==> config.mk <==
export PLATFORM = sky130hd
export DESIGN_NAME = sd101_frame_tx
export DESIGN_NICKNAME = d
export VERILOG_FILES = /design/src/rtl/sd101_frame_tx.sv
export SDC_FILE = /design/constraint.sdc
export NUM_CORES = 1
export LEC_CHECK = 0
export CORE_AREA = 4 4 59 61
export DETAILED_ROUTE_END_ITERATION = 8
export DIE_AREA = 0 0 63 65
export PLACE_DENSITY = 0.68
export SLEW_MARGIN = 10
export SYNTH_ARGS = -nofsm -noshare
export SYNTH_HDL_FRONTEND = slang
export SYNTH_SLANG_ARGS = --single-unit
==> constraint.sdc <==
create_clock -name clk -period 2.48 [get_ports clk]
set_clock_uncertainty 0.05 [all_clocks]
set_input_delay 0.62 -clock clk [delete_from_list [all_inputs] [get_ports clk]]
set_output_delay 0.62 -clock clk [all_outputs]
set_load 0.03 [all_outputs]
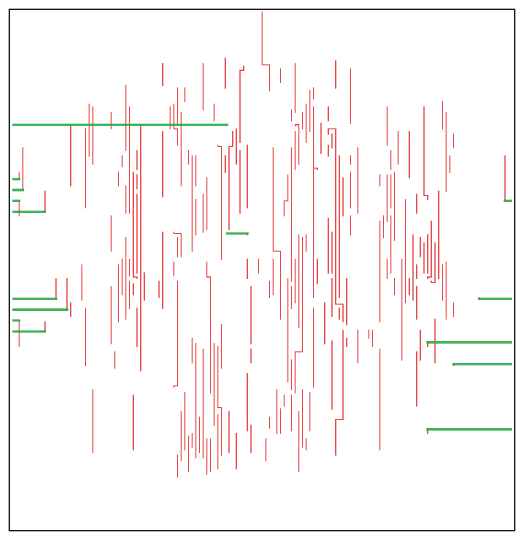
(signal wires by layer)
Scale: 8 px per um. Only two layers are drawn.
Red stands for metal 2, wire length 1140 um. Green stands for metal 3, wire length 84.8 um.
Post-Route WL: 2310 um
total track usage: 12.9%
average routed wire per standard cell: 13.3 um
vias: 937

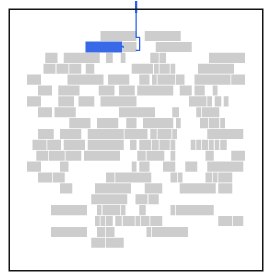
(I/O nets highlighted)
Scale: 4 px per um.
Blue stands for dout_en, bits 1, direction output, edge north, end cells 1, buffers 1, wire 12.5 um.
Port Buffers: 14
I/O pins: 15

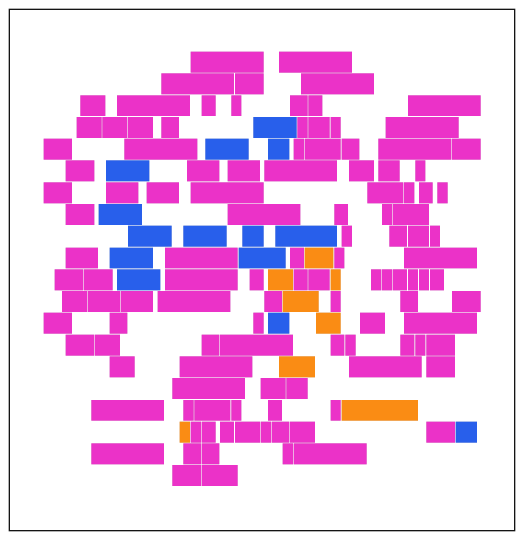
(cell sizes after repair)
Scale: 8 px per um.
Orange stands for _2 cells, cells 8. Blue stands for _3 and _4 cells, cells 14. Magenta stands for _0 and _1 cells, cells 118.
Area Overhead vs Synth: 13.8%
Non-clk bufs: 15
setup ws final: 286 ps
final instance area: 1580 sq um

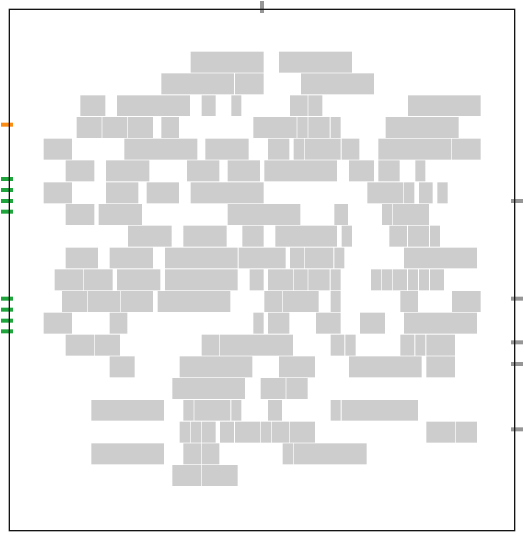
(pin placement)
Scale: 8 px per um. Pins as bars across the die edge, other pins in gray.
Green stands for load_data, pins 8, direction input, edge west. Orange stands for clk, pins 1, direction input, edge west.
All pins by edge: 9 west, 5 east, 1 north.
Die Width: 63 um
Die Height: 65 um

==> results_dict.tcl <==
# yosys + openroad results
set metrics [dict create \
    largest_area_cell "dfrtp_1" \
    clockBufferDepth 2 \
    comb_area_sq_um 703 \
    lay_top_cells "24 x dfrtp_1, 14 x clkdlybuf4s50_1" \
    drive_above_1_share_pct 15.7 \
    p_sw_w 0.000736 \
    comb_share_pct 44.4 \
    bufAreaShareNonClock_pct 9.33 \
    finalCritPeriodShare_pct 88.5 \
    ys_seq_share_pct 45.1 \
    largest_reg_flops 8 \
    cts_sinks 25 \
    syn_area_per_cell_sq_um 11.2 \
    intPower_w 0.00118 \
    wl_met1_um 1070 \
    ff_type "dfrtp_1" \
    post_cts_resized 0 \
    power.density_nw_per_um2 1210 \
    grtUsageMet2_pct 22.7 \
    utilization_pct 53.2 \
    p_sw_share_pct 38.5 \
    synth.net_count 140 \
    initialDrtViolationCount 53 \
    worst-setup-path-type "flop to primary output" \
    highest_layer "met4" \
    cts_buffers 3 \
    path_clk_slew_ps 130 \
    synth.distinct_cells 38 \
    p_seq_w 0.000757 \
    synthXorXnorAreaFrac_pct 4.41 \
    seq_area_sq_um 627 \
    clock_buffers 4 \
    wl_met3_um 84 \
    leakagePower_nw 0.694 \
    cts_hold_buf 0 \
    largestClassByArea "logic gates" \
    antenna_cells 0 \
    inverters_excl_clock 10 \
    cts_setup_buffers 0 \
    seqPwrFrac_pct 39.6 \
    warnings 28 \
    grtUsageMet1_pct 15.9 \
    lay_top_count "dfrtp_1" \
    clkCellAreaFrac_pct 1.66 \
    top_cells_by_area "dfrtp_1 43%, mux2_4 8.6%, mux2_1 5.7%" \
    grt_setup_unrepaired "false" \
    grt.busiest_layer "met2" \
    grt_use_met3_pct 2.60 \
    fp-utilization_pct 46.7 \
    final_antenna_net_count 0 \
    via_per_inst 5.42 \
    ctsRootBufferMaster "clkbuf_4" \
    hold_violations 0 \
    peakVddDrop_v 0.000451 \
    sh_seq_area_pct 39.6 \
    whs_path_depth 1 \
    met2_length_um 1140 \
    reg2reg_slack_ps 540 \
    ys_cells 124 \
    endpoint_kind "primary output" \
    clock.fmax_mhz 456 \
    firstDrtPassIters 4 \
    crit_buf_inv 1 \
    tns_ps 0 \
    dp.cells 169 \
    synth-edff-count 0 \
    antenna_found_initial 0 \
    drcViolationCount 0 \
    report.final.slew_viol_count 0 \
    gp_congestion 0.722 \
    holdWs_ps 444 \
    crit_family "buffers and inverters" \
    total_power_w 0.00191 \
    status "finished, final reports clean" \
    nWellTaps 33 \
]
